**src/rtl/ltpi_pkg.sv**
```systemverilog
// Shared LTPI constants: I2C event codes, event field width and channel count.
package ltpi_pkg;

    localparam int unsigned I2C_EVT_W     = 4;
    localparam int unsigned MAX_SMBUS_DEV = 6;
    localparam int unsigned LVL_OUT_W     = 5;

    typedef logic [I2C_EVT_W-1:0] i2c_evt_t;

    // Event codes produced by the SMBus relay/echo path.
    localparam i2c_evt_t I2C_EVT_IDLE  = 4'h0;
    localparam i2c_evt_t I2C_EVT_START = 4'h1;
    localparam i2c_evt_t I2C_EVT_STOP  = 4'h2;
    localparam i2c_evt_t I2C_EVT_DATA0 = 4'h3;
    localparam i2c_evt_t I2C_EVT_DATA1 = 4'h4;
    localparam i2c_evt_t I2C_EVT_ACK   = 4'h5;
    localparam i2c_evt_t I2C_EVT_NACK  = 4'h6;

endpackage

```
**src/rtl/i2c_evt_fifo.sv**
```systemverilog
// Single-clock event FIFO for one I2C channel. Pointers wrap modulo FIFO_DEPTH,
// occupancy is kept in a separate counter. Flush has priority over push/pop.
module i2c_evt_fifo
    import ltpi_pkg::*;
#(
    parameter int unsigned FIFO_DEPTH = 4,
    parameter int unsigned LVL_W      = $clog2(FIFO_DEPTH) + 1
) (
    input  logic             clk,
    input  logic             reset_n,
    input  logic             flush,
    input  logic             push,
    input  logic             pop,
    input  i2c_evt_t         din,
    output i2c_evt_t         dout,
    output logic [LVL_W-1:0] level,
    output logic             full,
    output logic             empty
);

    localparam int unsigned PTR_W = $clog2(FIFO_DEPTH);

    i2c_evt_t         mem_q [FIFO_DEPTH];
    i2c_evt_t         mem_d [FIFO_DEPTH];
    logic [PTR_W-1:0] wr_ptr_q, wr_ptr_d;
    logic [PTR_W-1:0] rd_ptr_q, rd_ptr_d;
    logic [LVL_W-1:0] level_q, level_d;
    logic             do_push, do_pop;

    assign full  = (level_q == LVL_W'(FIFO_DEPTH));
    assign empty = (level_q == '0);
    assign level = level_q;
    assign dout  = mem_q[rd_ptr_q];

    // Next-state: a pop on a full FIFO frees the slot the same-cycle push uses.
    always_comb begin
        do_pop   = pop & ~empty;
        do_push  = push & (~full | do_pop);
        mem_d    = mem_q;
        wr_ptr_d = wr_ptr_q;
        rd_ptr_d = rd_ptr_q;
        level_d  = level_q;
        if (flush) begin
            wr_ptr_d = '0;
            rd_ptr_d = '0;
            level_d  = '0;
        end else begin
            if (do_push) begin
                mem_d[wr_ptr_q] = din;
                wr_ptr_d        = wr_ptr_q + PTR_W'(1);
            end
            if (do_pop) begin
                rd_ptr_d = rd_ptr_q + PTR_W'(1);
            end
            unique case ({do_push, do_pop})
                2'b10:   level_d = level_q + LVL_W'(1);
                2'b01:   level_d = level_q - LVL_W'(1);
                default: level_d = level_q;
            endcase
        end
    end

    // Storage, pointer and level registers.
    always_ff @(posedge clk or negedge reset_n) begin
        if (!reset_n) begin
            for (int i = 0; i < FIFO_DEPTH; i++) begin
                mem_q[i] <= I2C_EVT_IDLE;
            end
            wr_ptr_q <= '0;
            rd_ptr_q <= '0;
            level_q  <= '0;
        end else begin
            mem_q    <= mem_d;
            wr_ptr_q <= wr_ptr_d;
            rd_ptr_q <= rd_ptr_d;
            level_q  <= level_d;
        end
    end

endmodule

```
**src/rtl/mgmt_i2c_event_tx.sv**
```systemverilog
// Packs per-channel I2C event codes into the I2C event field of each outgoing
// LTPI operational frame. Each active channel queues events in its own FIFO;
// a frame load pops one entry per channel into a registered field.
module mgmt_i2c_event_tx
    import ltpi_pkg::*;
#(
    parameter int unsigned NUM_OF_SMBUS_DEV = 6,
    parameter int unsigned FIFO_DEPTH       = 4,
    parameter logic [3:0]  EVT_IDLE         = I2C_EVT_IDLE
) (
    input  logic                                    clk,
    input  logic                                    reset_n,
    input  logic [MAX_SMBUS_DEV-1:0][I2C_EVT_W-1:0] evt_in,
    input  logic [MAX_SMBUS_DEV-1:0]                evt_in_vld,
    input  logic                                    frm_load,
    output logic [MAX_SMBUS_DEV-1:0][I2C_EVT_W-1:0] frm_i2c_evt,
    output logic                                    frm_i2c_evt_vld,
    input  logic [MAX_SMBUS_DEV-1:0]                soft_i2c_channel_rst,
    input  logic                                    link_operational,
    output logic [MAX_SMBUS_DEV-1:0][LVL_OUT_W-1:0] fifo_level,
    output logic [MAX_SMBUS_DEV-1:0]                ovf_sticky,
    output logic [MAX_SMBUS_DEV-1:0][7:0]           drop_cnt
);

    localparam int unsigned LVL_W = $clog2(FIFO_DEPTH) + 1;

    logic [MAX_SMBUS_DEV-1:0] ch_flush;
    logic [MAX_SMBUS_DEV-1:0] fifo_push;
    logic [MAX_SMBUS_DEV-1:0] fifo_pop;
    i2c_evt_t                 fifo_dout  [MAX_SMBUS_DEV];
    logic                     fifo_full  [MAX_SMBUS_DEV];
    logic                     fifo_empty [MAX_SMBUS_DEV];

    logic [MAX_SMBUS_DEV-1:0][I2C_EVT_W-1:0] frm_evt_q, frm_evt_d;
    logic                                    frm_vld_q, frm_vld_d;
    logic [MAX_SMBUS_DEV-1:0]                ovf_q, ovf_d;
    logic [MAX_SMBUS_DEV-1:0][7:0]           drop_q, drop_d;

    // Per-channel flush/push/pop qualification; IDLE strobes are not events.
    always_comb begin
        ch_flush  = '0;
        fifo_push = '0;
        fifo_pop  = '0;
        for (int unsigned i = 0; i < MAX_SMBUS_DEV; i++) begin
            ch_flush[i]  = soft_i2c_channel_rst[i] | ~link_operational;
            fifo_push[i] = evt_in_vld[i] & (evt_in[i] != EVT_IDLE) & ~ch_flush[i];
            fifo_pop[i]  = frm_load & ~ch_flush[i];
        end
    end

    genvar g;
    for (g = 0; g < MAX_SMBUS_DEV; g++) begin : g_ch
        if (g < NUM_OF_SMBUS_DEV) begin : g_fifo
            logic [LVL_W-1:0] lvl;
            i2c_evt_fifo #(
                .FIFO_DEPTH (FIFO_DEPTH),
                .LVL_W      (LVL_W)
            ) u_fifo (
                .clk     (clk),
                .reset_n (reset_n),
                .flush   (ch_flush[g]),
                .push    (fifo_push[g]),
                .pop     (fifo_pop[g]),
                .din     (evt_in[g]),
                .dout    (fifo_dout[g]),
                .level   (lvl),
                .full    (fifo_full[g]),
                .empty   (fifo_empty[g])
            );
            assign fifo_level[g] = LVL_OUT_W'(lvl);
        end else begin : g_tie
            // Unused channel: behaves as a permanently empty FIFO.
            assign fifo_dout[g]  = EVT_IDLE;
            assign fifo_full[g]  = 1'b0;
            assign fifo_empty[g] = 1'b1;
            assign fifo_level[g] = '0;
        end
    end

    // Frame field: on load, take each head (or IDLE when empty or flushing).
    always_comb begin
        frm_evt_d = frm_evt_q;
        frm_vld_d = frm_load;
        if (frm_load) begin
            for (int unsigned i = 0; i < MAX_SMBUS_DEV; i++) begin
                frm_evt_d[i] = (ch_flush[i] | fifo_empty[i]) ? EVT_IDLE : fifo_dout[i];
            end
        end
    end

    // Overflow: push to a full FIFO without a same-cycle pop is dropped.
    always_comb begin
        ovf_d  = ovf_q;
        drop_d = drop_q;
        for (int unsigned i = 0; i < MAX_SMBUS_DEV; i++) begin
            if (i < NUM_OF_SMBUS_DEV) begin
                if (ch_flush[i]) begin
                    ovf_d[i]  = 1'b0;
                    drop_d[i] = '0;
                end else if (fifo_push[i] & fifo_full[i] & ~fifo_pop[i]) begin
                    ovf_d[i] = 1'b1;
                    if (drop_q[i] != 8'hFF) begin
                        drop_d[i] = drop_q[i] + 8'd1;
                    end
                end
            end
        end
    end

    // Frame field register.
    always_ff @(posedge clk or negedge reset_n) begin
        if (!reset_n) begin
            frm_evt_q <= {MAX_SMBUS_DEV{EVT_IDLE}};
            frm_vld_q <= 1'b0;
        end else begin
            frm_evt_q <= frm_evt_d;
            frm_vld_q <= frm_vld_d;
        end
    end

    // Overflow and drop status registers.
    always_ff @(posedge clk or negedge reset_n) begin
        if (!reset_n) begin
            ovf_q  <= '0;
            drop_q <= '0;
        end else begin
            ovf_q  <= ovf_d;
            drop_q <= drop_d;
        end
    end

    assign frm_i2c_evt     = frm_evt_q;
    assign frm_i2c_evt_vld = frm_vld_q;
    assign ovf_sticky      = ovf_q;
    assign drop_cnt        = drop_q;

endmodule
```
**config.mk**
```make
export PLATFORM = sky130hd
export DESIGN_NAME = mgmt_i2c_event_tx
export DESIGN_NICKNAME = d
export VERILOG_FILES = /design/src/rtl/ltpi_pkg.sv /design/src/rtl/i2c_evt_fifo.sv /design/src/rtl/mgmt_i2c_event_tx.sv
export SDC_FILE = /design/constraint.sdc
export NUM_CORES = 1
export LEC_CHECK = 0
export CORE_MARGIN = 4
export CORE_UTILIZATION = 35
export DETAILED_ROUTE_END_ITERATION = 10
export PLACE_DENSITY_LB_ADDON = 0.05
export SYNTH_ARGS = -nofsm -noshare
export SYNTH_HDL_FRONTEND = slang
export SYNTH_HIERARCHICAL = 1
export SYNTH_SLANG_ARGS = --single-unit
```
**constraint.sdc**
```tcl
create_clock -name clk -period 2.4 [get_ports clk]
set_clock_uncertainty 0.15 [all_clocks]
set_input_delay 0.24 -clock clk [delete_from_list [all_inputs] [get_ports clk]]
set_output_delay 0.24 -clock clk [all_outputs]
set_load 0.03 [all_outputs]
```
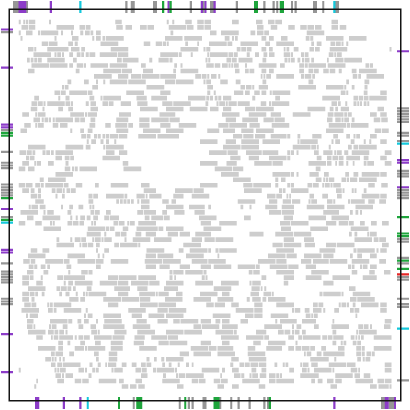
**Above:** run 1 (I/O pins on the die edge).
Drawn at 2 px/µm. Pins as bars across the die edge, other pins in gray.
- fifo_level: purple (pins 30; direction output; edge 9 north, 9 west, 8 south, 4 east)
- link_operational: red (pins 1; direction input; edge east)
- evt_in: green (pins 24; direction input; edge 9 south, 6 north, 5 east, 4 west)
- ovf_sticky: cyan (pins 6; direction output; edge 2 north, 2 east, 1 south, 1 west)
- all pins by edge: 41 north, 38 east, 35 west, 35 south

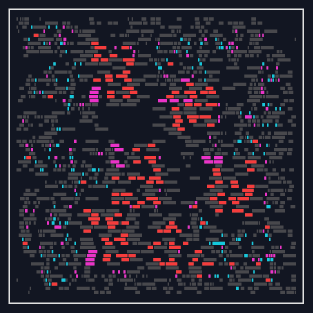
**Above:** run 1 (selected gate families).
Drawn at 1.5 px/µm.
- NOR gates: cyan (cells 130; where spread over the die)
- NAND gates: magenta (cells 123; where spread over the die)
- multiplexers: red (cells 134)

==> results.py, run 1 <==
# Flow results
metrics = {
    "critical_path": {
        "reg2reg_depth": 6,
        "cp_data_arrival_time_ns": 2.57,
        "cp-endpoint": "g_ch[4].g_fifo.u_fifo/mem_q[11]$_DFFE_PN0P_",
        "cp-start-kind": "primary input",
        "crit_fanout": 6,
        "cpPeakStageDelay_ns": 0.58,
        "r2r_slack_ns": 0.18,
        "crit_chain": "dlygate4sd3_1 -> buf_2 -> clkinvlp_4 -> buf_4 -> nor2_1 -> buf_4 -> or4b_4 -> nand3_4 -> mux2_4",
        "crit_path_end_kind": "flip-flop",
        "crit_type": "in -> reg",
        "worstPathRequired_ns": 2.66,
        "path_depth": 9,
        "cp_common_cell": "buf_4",
        "r2r-end": "g_ch[5].g_fifo.u_fifo/level[2]$_DFFE_PN0P_",
        "crit_path_start": "frm_load",
        "r2r-start": "g_ch[5].g_fifo.u_fifo/level[2]$_DFFE_PN0P_",
        "cpMaxStageDelayCell": "or4b_4",
        "path_delay_family": "buffers and inverters",
        "path_buffers": 5,
    },
    "die": {
        "die_w_um": 195.0,
        "die-height_um": 195.0,
        "die_area_um2": 38040,
        "fp_util_pct": 35.45,
        "num_rows": 68,
        "ios": 149,
        "design.core.area_um2": 34540,
    },
    "synthesis": {
        "top_cells_by_count": "217 x dfrtp_1, 95 x nor2_1, 84 x mux2_4, 67 x inv_1, 51 x nand3_1",
        "top_cells_by_area": "dfrtp_1 44%, mux2_4 10%, mux4_2 4.4%, ha_1 3.1%, nor2_1 2.9%",
        "yosys-stat-cells": 1056,
        "ys_types": 69,
        "top_area_cell": "dfrtp_1",
        "edf_count": 0,
        "syn_inst": 1056,
        "async_flop_share_pct": 100.0,
        "synth-seq-cells": 217,
        "top_area_share_pct": 44.35,
        "postSynthSeqShare_pct": 44.35,
        "yosys_area_um2": 12240,
        "ys.flop_type": "dfrtp_1",
        "synth_top_cell_by_count": "dfrtp_1",
        "yosysWarnings": 6,
        "synth_area_per_cell_um2": 11.59,
        "syn_area_um2": 12240,
    },
    "global_route": {
        "grt_pass1_wl_um": 48820,
        "antenna_found_initial": 1,
        "grt_pass1_vias": 8991,
        "grt_max_degree": 64,
        "overflow": 0,
        "grt_usage_pct": 15.25,
    },
    "timing": {
        "finalClockPeriodUsage_pct": 96.24,
        "fmax_ghz": 0.4329,
        "hold_viol": 0,
        "slew_violations": 0,
        "period_needed_ns": 2.310,
        "tightest_slew_ns": 0.5443,
        "max_slew_margin_pct": 63.72,
        "grt_setup_unrepaired": "false",
        "setup_viol_count_final": 0,
    },
    "place": {
        "port_buffers": 136,
        "gp_routability_congestion": 0.7711,
        "dp.cells": 1710,
        "dp_hpwl_um": 21080,
    },
    "finish": {
        "area_growth_pct": 29.14,
        "diodes": 0,
        "fin_cells": 1765,
        "drive_gt1_share_pct": 27.02,
        "fin_nets": 1364,
    },
    "power_and_ir_drop": {
        "p_leak_nw": 6.954,
        "p_clk_share_pct": 50.2,
        "ir_drop_uv": 504.5,
        "power_frac_comb_pct": 8.8,
        "pwr_density_cell_nw_per_um2": 594.5,
        "p_sw_mw": 2.093,
        "p_int_mw": 7.308,
        "total_power_mw": 9.401,
        "netSwitchingFraction_pct": 22.27,
        "seqPwrFrac_pct": 41.0,
    },
    "routing": {
        "first_pass_iters": 6,
        "wl_um": 29650,
        "drt_iter0_drc": 344,
        "num_vias": 8779,
        "drcViolationCount": 0,
        "wire_per_inst_um": 16.80,
        "ant_nets": 0,
        "via_per_inst": 4.974,
    },
    "clocking": {
        "path_clk_slew_ns": 0.06,
        "htreeDepth": 1,
        "tritoncts": "done",
        "cts_root_buffer": "clkbuf_16",
        "clk_latency_ns": 0.53,
        "cts_made_buffers": 28,
        "clockBufferDepth": 3,
        "cts.sinks": 217,
    },
    "job": {
        "tool_warnings": 45,
        "drv_cap": 0,
    },
    "min_path": {
        "min_path_type": "in -> async",
    },
    "status": {
        "status": "completed",
    },
}
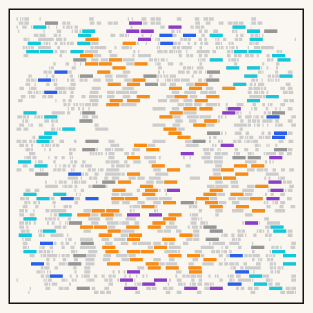
**Above:** run 1 (sequential cells grouped by signal name).
Drawn at 1.5 px/µm. Other sequential cells in the stronger gray, the rest of the logic in the fainter gray.
- g_ch.g_fifo.u_fifo/mem_q: orange (flops 96)
- g_ch.g_fifo.u_fifo/level: blue (flops 18; where spread over the die)
- frm_i2c_evt: purple (flops 24)
- drop_cnt: cyan (flops 48; where spread over the die)

[run 1: per-layer routing]
metal / routed length (µm) / up-vias / track usage (%)
met5: 13 / - / 0
met1: 14760 / 4312 / 22.50
met2: 13200 / 158 / 23.70
met3: 1275 / 36 / 2.881
met4: 395 / 2 / 2.922
li1: - / 4271 / -
[run 1: metrics by stage]
stage	utilization, %	TNS [ns]	setup WS, ns	instance area, µm²	hold WS [ns]
2_1_floorplan	-	-0.06954	-0.06954	12320	-0.2056
6_report	45.78	0	0.09022	15810	0.09896
3_5_place_dp	42.59	-66.95	-0.6915	14710	0.08343
4_1_cts	45.74	0	0.07458	15800	0.1080
5_1_grt	45.78	0	0.005952	15810	0.1399
3_3_place_gp	42.59	-66.54	-0.6453	14710	0.08208
[run 1: cell usage in the layout, fill, tap and decap left out, drive strengths merged, types with 10 or more instances in the layout]
| cell type | Yosys | routed |
|---|---|---|
| dfrtp | 217 | 217 |
| clkdlybuf4s50 | 0 | 133 |
| buf | 54 | 125 |
| mux2 | 103 | 103 |
| nor2 | 95 | 95 |
| nand3 | 71 | 71 |
| inv | 67 | 68 |
| o21ai | 42 | 42 |
| clkbuf | 16 | 39 |
| a21oi | 34 | 34 |
| nand2 | 30 | 30 |
| ha | 30 | 30 |
| mux4 | 24 | 24 |
| xor2 | 21 | 21 |
| o31ai | 19 | 19 |
| or4 | 18 | 18 |
| and3 | 18 | 18 |
| nand2b | 14 | 14 |
| a211oi | 13 | 13 |
| conb | 1 | 12 |
| nor3 | 11 | 11 |
| a31oi | 10 | 10 |
| o221ai | 10 | 10 |
| nor2b | 10 | 10 |
[run 1: power groups by stage]
stage | Clock (mW) | Sequential (mW) | Combinational (mW)
global placement | 0 | 3.91 | 0.833
floorplan | 0 | 3.90 | 0.466
global route | 5.05 | 3.86 | 0.903
finish | 4.72 | 3.85 | 0.825
CTS | 4.90 | 3.85 | 0.843
detailed placement | 0 | 3.91 | 0.843
[run 1: cell families after synthesis]
group                    synth area share [%]
AND/OR/NAND/NOR                         16.74
flip-flops                              44.35
AND-OR/OR-AND                           9.759
buffers and inverters                   6.111
multiplexers                            17.03
adder cells (fa/ha/maj)                 4.047
XOR/XNOR                                1.931
other                                 0.03063
[run 1: cell type report]
cell class	instances	area, µm²
multi-input cells	711	6127
repair buffers	261	2354
fillers	3245	18730
well taps	455	569.3
inverters	69	262.8
clock buffers	39	843.3
flip-flops and latches	217	5433
clock inverters	13	224.0
[run 1: repair_timing]
action / CTS / global route
pin swaps: 0 / 1
setup buffers: 0 / 1
hold buffers: 2 / 0
endpoints found under the setup margin: 34 / 3
hold endpoints to repair: 190 / 0
gates resized: 1 / 2
[run 1: state kept, by name, summed over array words and instances (netlist names)]
name	count
g_ch.g_fifo.u_fifo/rd_ptr_q	12
ovf_sticky	6
g_ch.g_fifo.u_fifo/level	18
g_ch.g_fifo.u_fifo/mem_q	96
frm_i2c_evt_vld	1
g_ch.g_fifo.u_fifo/wr_ptr_q	12
frm_i2c_evt	24
drop_cnt	48
**Run 1: layout detail**

Window x 85 to 110, y 46 to 71 µm. Cells in gray, sequential cells in the stronger gray; small squares are vias.
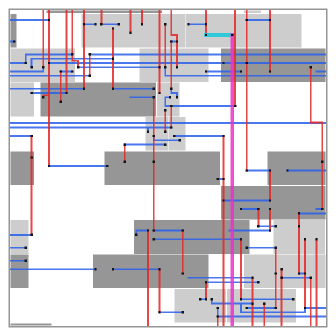

==> run 2, diff against run 1 <==
--- a/config.mk
+++ b/config.mk
@@ -5,7 +5,6 @@
 export SDC_FILE = /design/constraint.sdc
 export NUM_CORES = 1
 export LEC_CHECK = 0
-export CORE_MARGIN = 4
 export CORE_UTILIZATION = 35
 export DETAILED_ROUTE_END_ITERATION = 10
 export PLACE_DENSITY_LB_ADDON = 0.05
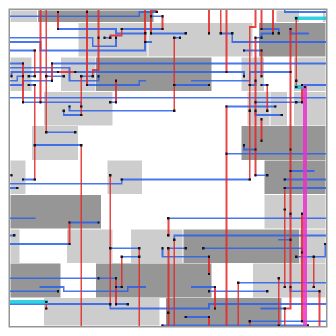
**Above:** run 2 (layout detail).
Window x 82 to 107, y 44 to 69 µm. Cells in gray, sequential cells in the stronger gray; small squares are vias.
- met4: magenta
- met1: blue
- met2: red
- met3: cyan
- cells with their middle in the window: 27
- most frequent: dfrtp_1 (8), mux2_4 (3)
- netlist names of flops here include: g_ch.g_fifo.u_fifo/mem_q (6), frm_i2c_evt (2)
- sequential cells in the window: 8

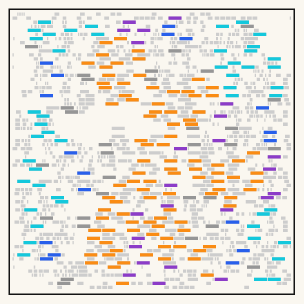
**Above:** run 2 (sequential cells grouped by signal name).
Drawn at 1.5 px/µm. Other sequential cells in the stronger gray, the rest of the logic in the fainter gray.
- drop_cnt: cyan (flops 48; where spread over the die)
- g_ch.g_fifo.u_fifo/mem_q: orange (flops 96)
- g_ch.g_fifo.u_fifo/level: blue (flops 18; where spread over the die)
- frm_i2c_evt: purple (flops 24)

==> run 2 against run 1 <==
Against the previous run:
- clock power down 12%
- sequential share of layout area up 0.30 points
- power decreased by 5.9%
- synthesized cell count stayed put
- worst hold slack worse by 0.027 ns
- fmax rose by 0.25%
- combinational power barely moved
- via count decreased by 0.44%
- global-route usage increased by 1.5 points
==> results.py, run 2 <==
# Flow results
metrics = {
    "status": {
        "status": "completed",
    },
    "timing": {
        "setup_viol_count_final": 0,
        "grt_setup_unrepaired": "false",
        "fin_tns_setup_ns": 0,
        "slew_violations": 0,
        "period_needed_ns": 2.304,
        "finalClockPeriodUsage_pct": 96.00,
        "tightest_slew_ns": 0.4875,
        "finalWorstSetupSlack_ns": 0.09593,
        "hold_viol": 0,
        "max_slew_margin_pct": 67.05,
        "fmax_ghz": 0.4340,
    },
    "global_route": {
        "grt_pass1_vias": 9060,
        "grt_pass1_wl_um": 49070,
        "grt_max_degree": 58,
        "grt_usage_pct": 16.72,
        "antenna_found_initial": 1,
        "overflow": 0,
    },
    "critical_path": {
        "cp_common_cell": "nor2_1",
        "cpPeakStageDelay_ns": 0.54,
        "path_buffers": 3,
        "crit_type": "in -> reg",
        "cpMaxStageDelayCell": "dlygate4sd3_1",
        "crit_chain": "dlygate4sd3_1 -> buf_2 -> clkinvlp_4 -> nor2_1 -> o31ai_2 -> nor2_1 -> fa_1 -> or3b_1 -> or3_1 -> a31oi_1",
        "crit_fanout": 4,
        "path_delay_family": "simple AND/OR/NAND/NOR gates",
        "crit_path_end_kind": "flip-flop",
        "cp_data_arrival_time_ns": 2.61,
        "r2r_slack_ns": 0.12,
        "cp-start-kind": "primary input",
        "worstPathRequired_ns": 2.71,
    },
    "job": {
        "drv_cap": 0,
        "tool_warnings": 45,
    },
    "die": {
        "fp_util_pct": 35.53,
        "die_area_um2": 35740,
        "design.core.area_um2": 34460,
        "num_rows": 68,
        "die_w_um": 189.0,
        "ios": 149,
        "die-height_um": 189.0,
    },
    "synthesis": {
        "yosys-stat-cells": 1056,
        "top_cells_by_count": "217 x dfrtp_1, 95 x nor2_1, 84 x mux2_4, 67 x inv_1, 51 x nand3_1",
        "top_cells_by_area": "dfrtp_1 44%, mux2_4 10%, mux4_2 4.4%, ha_1 3.1%, nor2_1 2.9%",
        "postSynthSeqShare_pct": 44.35,
        "ys.flop_type": "dfrtp_1",
        "syn_inst": 1056,
        "async_flop_share_pct": 100.0,
        "syn_area_um2": 12240,
        "synth-seq-cells": 217,
        "yosysWarnings": 6,
        "top_area_share_pct": 44.35,
        "yosys_area_um2": 12240,
        "synth_area_per_cell_um2": 11.59,
        "top_area_cell": "dfrtp_1",
        "ys_types": 69,
        "synth_top_cell_by_count": "dfrtp_1",
        "edf_count": 0,
    },
    "finish": {
        "area_growth_pct": 28.04,
        "largest_register_ffs": 96,
        "fin_cells": 1759,
        "fillers": 3287,
        "final_layout_top_logic_cell": "dfrtp_1",
        "fin_nets": 1359,
        "drive_gt1_share_pct": 26.38,
        "largest_register": "g_ch.g_fifo.u_fifo/mem_q",
        "layout_top_cells": "215 x dfrtp_1, 133 x clkdlybuf4s50_1, 111 x buf_4",
        "diodes": 0,
    },
    "place": {
        "dp.cells": 1706,
        "dp_hpwl_um": 20540,
        "place_ws_ns": -0.4988,
        "gp_routability_congestion": 0.7442,
        "port_buffers": 136,
    },
    "routing": {
        "wire_per_inst_um": 16.45,
        "wl_um": 28940,
        "drcViolationCount": 0,
        "num_vias": 8740,
        "via_per_inst": 4.969,
        "drt_iter0_drc": 366,
        "first_pass_iters": 4,
        "ant_nets": 0,
    },
    "clocking": {
        "cts_made_buffers": 28,
        "tritoncts": "done",
        "path_clk_slew_ns": 0.06,
        "clk_latency_ns": 0.53,
        "clockBufferDepth": 3,
        "cts_root_buffer": "clkbuf_16",
        "htreeDepth": 1,
        "postCtsSetupBuffers": 0,
        "cts.sinks": 217,
    },
    "power_and_ir_drop": {
        "ir_drop_uv": 483.9,
        "pwr_density_cell_nw_per_um2": 564.2,
        "p_leak_nw": 6.889,
    },
    "min_path": {
        "min_path_type": "in -> async",
    },
}
[run 2: final cells by class]
class | instances | area [µm²] | area share, %
Tap cell | 455 | 569.3 | 3.631
Inverter | 69 | 262.8 | 1.676
Clock inverter | 4 | 23.77 | 0.1516
Sequential cell | 217 | 5433 | 34.65
Clock buffer | 47 | 913.4 | 5.826
Timing Repair Buffer | 256 | 2349 | 14.98
Multi-Input combinational cell | 711 | 6127 | 39.08
[run 2: logic make-up (layout without fill, tap and decap cells)]
logic type | Yosys count | after routing | share of synthesized area (%)
and+or+nand+nor | 327 | 327 | 16.74
DFF | 217 | 217 | 44.35
AOI/OAI and AO/OA | 175 | 175 | 9.759
buffers and inverters | 139 | 376 | 6.111
muxes | 134 | 134 | 17.03
adders and majority gates | 36 | 36 | 4.047
xor gates and xnor gates | 27 | 27 | 1.931
other | 1 | 12 | 0.03063
[run 2: path summary, 6_finish.rpt]
kind	from	to	cells past startpoint
max in group asynchronous	reset_n	g_ch[4].g_fifo.u_fifo/wr_ptr_q[0]$_DFFE_PN0P_	3
min in group clk	link_operational	drop_cnt[47]$_DFFE_PN0P_	5
min	reset_n	drop_cnt[45]$_DFFE_PN0P_	2
min reg2reg	ovf_sticky[0]$_DFFE_PN0P_	ovf_sticky[0]$_DFFE_PN0P_	2
max	frm_load	g_ch[5].g_fifo.u_fifo/level[2]$_DFFE_PN0P_	10
max reg2reg	g_ch[5].g_fifo.u_fifo/level[2]$_DFFE_PN0P_	g_ch[5].g_fifo.u_fifo/level[2]$_DFFE_PN0P_	6
[run 2: worst register-to-register path: cells and delay by family (launching register included)]
kind	cells	cell delay (ns)
compound gates	2	0.47
fa+ha+maj	1	0.38
flops	1	0.39
simple gates	3	0.81
[run 2: what timing repair did]
item / CTS / global route
resized: 0 / 5
setup endpoints to repair: 0 / 4
hold buffers: 2 / 0
endpoints found under the hold margin: 218 / 0
[run 2: routing by layer]
layer	track usage, %	vias up	wire length (µm)
li1	-	4274	-
met1	24.01	4285	14350
met2	26.46	143	13000
met3	2.873	36	1113
met4	3.319	2	459
met5	0	-	13
[run 2: stage by stage]
step	hold WS (ns)	cell area (µm²)	power (mW)	utilization, %
finish	0.07164	15680	8.846	45.50
CTS	0.07719	15670	9.008	45.46
global placement	0.05744	14710	4.748	42.68
floorplan	-0.2056	12320	4.368	-
detailed placement	0.05933	14710	4.750	42.68
global route	0.08945	15680	9.237	45.50
[run 2: where the power goes]
part,switching [mW],internal [mW]
clock,1.60,2.56
combinational,0.379,0.444
sequential,0.0734,3.78
total,2.06,6.79
**Run 2: congestion heat map**

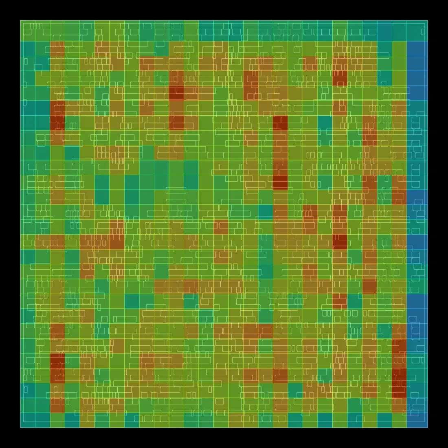

==> run 3, diff against run 2 <==
--- a/config.mk
+++ b/config.mk
@@ -5,7 +5,7 @@
 export SDC_FILE = /design/constraint.sdc
 export NUM_CORES = 1
 export LEC_CHECK = 0
-export CORE_UTILIZATION = 35
+export CORE_UTILIZATION = 38
 export DETAILED_ROUTE_END_ITERATION = 10
 export PLACE_DENSITY_LB_ADDON = 0.05
 export SYNTH_ARGS = -nofsm -noshare
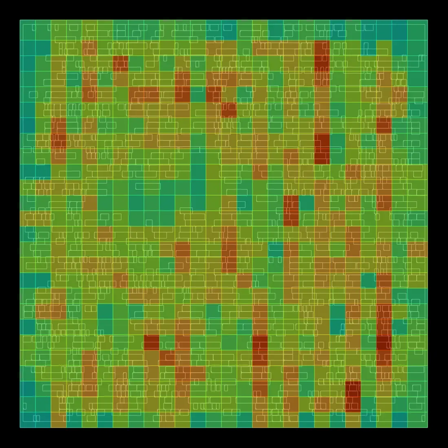
**Above:** run 3 (congestion heat map).
Post-Route Utilization: 49.10%
WL/cell: 16.52 µm

==> run 3 against run 2 <==
Against the previous run:
- global-route usage up 0.89 points
- largest cell class unchanged
- clock-buffer cell count down 9
- combinational power up 0.9%
- synthesized cell count unchanged
- power down 3.1%
- fmax up 1.1%
- critical path type unchanged
- worst hold slack better by 0.024 ns
==> results.py, run 3 <==
# Flow results
metrics = {
    "status": {
        "status": "completed",
    },
    "timing": {
        "grt_setup_unrepaired": "true",
        "slew_violations": 0,
        "max_slew_margin_pct": 53.41,
        "hold_viol": 0,
        "finalClockPeriodUsage_pct": 94.99,
        "setup_viol_count_final": 0,
        "fmax_ghz": 0.4386,
        "tightest_slew_ns": 0.6963,
        "period_needed_ns": 2.280,
    },
    "synthesis": {
        "synth_area_per_cell_um2": 11.59,
        "yosys_area_um2": 12240,
        "postSynthSeqShare_pct": 44.35,
        "async_flop_share_pct": 100.0,
        "syn_area_um2": 12240,
        "top_cells_by_count": "217 x dfrtp_1, 95 x nor2_1, 84 x mux2_4, 67 x inv_1, 51 x nand3_1",
        "synth_top_cell_by_count": "dfrtp_1",
        "edf_count": 0,
        "ys_types": 69,
        "yosys-stat-cells": 1056,
        "synth-seq-cells": 217,
        "syn_inst": 1056,
        "top_area_share_pct": 44.35,
        "top_cells_by_area": "dfrtp_1 44%, mux2_4 10%, mux4_2 4.4%, ha_1 3.1%, nor2_1 2.9%",
        "top_area_cell": "dfrtp_1",
        "ys.flop_type": "dfrtp_1",
        "yosysWarnings": 6,
    },
    "critical_path": {
        "cp-endpoint": "g_ch[5].g_fifo.u_fifo/level[2]$_DFFE_PN0P_",
        "crit_fanout": 4,
        "cp-start-kind": "primary input",
        "r2r-end": "g_ch[5].g_fifo.u_fifo/level[2]$_DFFE_PN0P_",
        "crit_path_end_kind": "flip-flop",
        "crit_type": "in -> reg",
        "crit_path_start": "frm_load",
        "r2r_slack_ns": 0.18,
        "cp_data_arrival_time_ns": 2.57,
        "worstPathRequired_ns": 2.70,
        "r2r-start": "g_ch[5].g_fifo.u_fifo/level[2]$_DFFE_PN0P_",
        "reg2reg_depth": 6,
    },
    "routing": {
        "drt_iter0_drc": 350,
        "first_pass_iters": 4,
        "num_vias": 8743,
        "via_per_inst": 5.140,
        "drcViolationCount": 0,
        "ant_nets": 0,
        "wl_um": 28100,
    },
    "finish": {
        "largest_register": "g_ch.g_fifo.u_fifo/mem_q",
        "largest_register_ffs": 96,
        "fillers": 2895,
        "diodes": 0,
        "fin_nets": 1355,
        "layout_top_cells": "215 x dfrtp_1, 134 x clkdlybuf4s50_1, 109 x buf_4",
        "final_layout_top_logic_cell": "dfrtp_1",
        "area_growth_pct": 26.86,
        "drive_gt1_share_pct": 26.87,
    },
    "global_route": {
        "grt-busiest-layer": "met2",
        "antenna_found_initial": 0,
        "grt_pass1_vias": 8993,
        "overflow": 0,
        "grt_pass1_wl_um": 48090,
        "grt_usage_pct": 17.61,
        "grt_max_degree": 63,
        "met2_usage_pct": 27.08,
        "grtUsageMet1_pct": 26.31,
        "met3_usage_pct": 2.447,
    },
    "place": {
        "port_buffers": 136,
        "gp_routability_congestion": 0.7771,
        "dp_hpwl_um": 19780,
    },
    "power_and_ir_drop": {
        "netSwitchingFraction_pct": 23.36,
        "power_frac_comb_pct": 9.7,
        "total_power_mw": 8.568,
        "seqPwrFrac_pct": 44.9,
        "pwr_density_cell_nw_per_um2": 551.6,
        "p_sw_mw": 2.001,
        "p_clk_share_pct": 45.4,
        "p_int_mw": 6.567,
        "p_leak_nw": 6.838,
        "ir_drop_uv": 451.2,
    },
    "job": {
        "drv_cap": 0,
        "tool_warnings": 46,
    },
    "clocking": {
        "htreeDepth": 1,
        "cts.sinks": 217,
        "path_clk_slew_ns": 0.06,
        "clockBufferDepth": 3,
        "cts_made_buffers": 26,
        "clk_latency_ns": 0.52,
        "cts_root_buffer": "clkbuf_16",
        "tritoncts": "done",
    },
    "die": {
        "die_w_um": 181.5,
        "fp_util_pct": 38.70,
        "die-height_um": 181.5,
        "num_rows": 65,
        "design.core.area_um2": 31640,
        "die_area_um2": 32940,
        "ios": 149,
    },
    "min_path": {
        "min_path_type": "in -> async",
    },
}
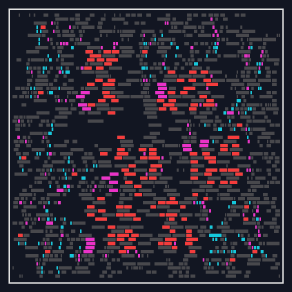
**Above:** run 3 (selected gate families).
Drawn at 1.5 px/µm.
- multiplexers: red (cells 134)
- NAND gates: magenta (cells 123; where spread over the die)
- NOR gates: cyan (cells 130; where spread over the die)

[run 3: cell counts after synthesis]
No cell type changed its count.
[run 3: cell type report]
type	count	area [µm²]	area share [%]
Timing Repair Buffer	254	2331	15.01
Sequential cell	217	5433	34.97
Clock inverter	10	75.07	0.4833
Multi-Input combinational cell	711	6152	39.61
Clock buffer	38	777.0	5.002
Inverter	69	262.8	1.692
Tap cell	402	503.0	3.238
[run 3: critical path, cell delays in order]
cell	delay (ns)
dlygate4sd3_1	0.54
buf_2	0.16
clkinvlp_4	0.14
nor2_1	0.09
o31ai_2	0.07
nor2_1	0.08
fa_1	0.38
or3b_1	0.40
or3_1	0.31
a31oi_1	0.16
[run 3: how the worst min path moves through the flow]
stage / start / endpoint / slack (ns) / depth (start not counted)
global route: reset_n / frm_i2c_evt[20]$_DFFE_PN0P_ / 0.14 / 2
CTS: reset_n / drop_cnt[46]$_DFFE_PN0P_ / 0.11 / 2
floorplan: reset_n / drop_cnt[0]$_DFFE_PN0P_ / -0.21 / 0
detailed placement: reset_n / drop_cnt[46]$_DFFE_PN0P_ / 0.08 / 1
global placement: reset_n / drop_cnt[46]$_DFFE_PN0P_ / 0.07 / 1
finish: reset_n / drop_cnt[46]$_DFFE_PN0P_ / 0.1 / 2
[run 3: stage by stage]
stage	setup slack [ns]	hold WS, ns	cells	TNS (ns)	instance area (µm²)
floorplan	-0.06954	-0.2056	1067	-0.06954	12320
global placement	-0.4618	0.07447	1649	-27.77	14600
detailed placement	-0.4775	0.08021	1649	-29.37	14600
CTS	0.05529	0.1080	1699	0	15470
global route	-0.03061	0.1359	1701	-0.05532	15530
finish	0.1202	0.09556	1701	0	15530
[run 3: logic make-up after synthesis]
group,share of synthesized area (%)
simple gates,16.74
flops,44.35
compound gates,9.759
buf+inv,6.111
mux,17.03
fa+ha+maj,4.047
xor+xnor,1.931
other cells,0.03063
[run 3: power by group through the flow]
stage / clock (mW) / combinational (mW) / sequential, mW
after floorplan: 0 / 0.466 / 3.90
after global placement: 0 / 0.830 / 3.91
after detailed placement: 0 / 0.833 / 3.91
after CTS: 4.03 / 0.834 / 3.85
after global routing: 4.17 / 0.910 / 3.86
final: 3.89 / 0.829 / 3.85
[run 3: layer usage]
| metal | vias up | part of all wire (%) |
|---|---|---|
| met5 | - | 0 |
| met4 | 0 | 1.5 |
| met3 | 37 | 3.8 |
| met2 | 161 | 44 |
| met1 | 4292 | 51 |
| li1 | 4253 | - |
[run 3: timing repair]
item | in CTS | in global routing
endpoints found under the hold margin | 198 | 0
buffers inserted | 0 | 2
setup endpoints to repair | 0 | 7
gates resized | 0 | 12
hold buffers | 2 | 0
Power figures rest on the tool's default switching activity, not on a simulated workload.
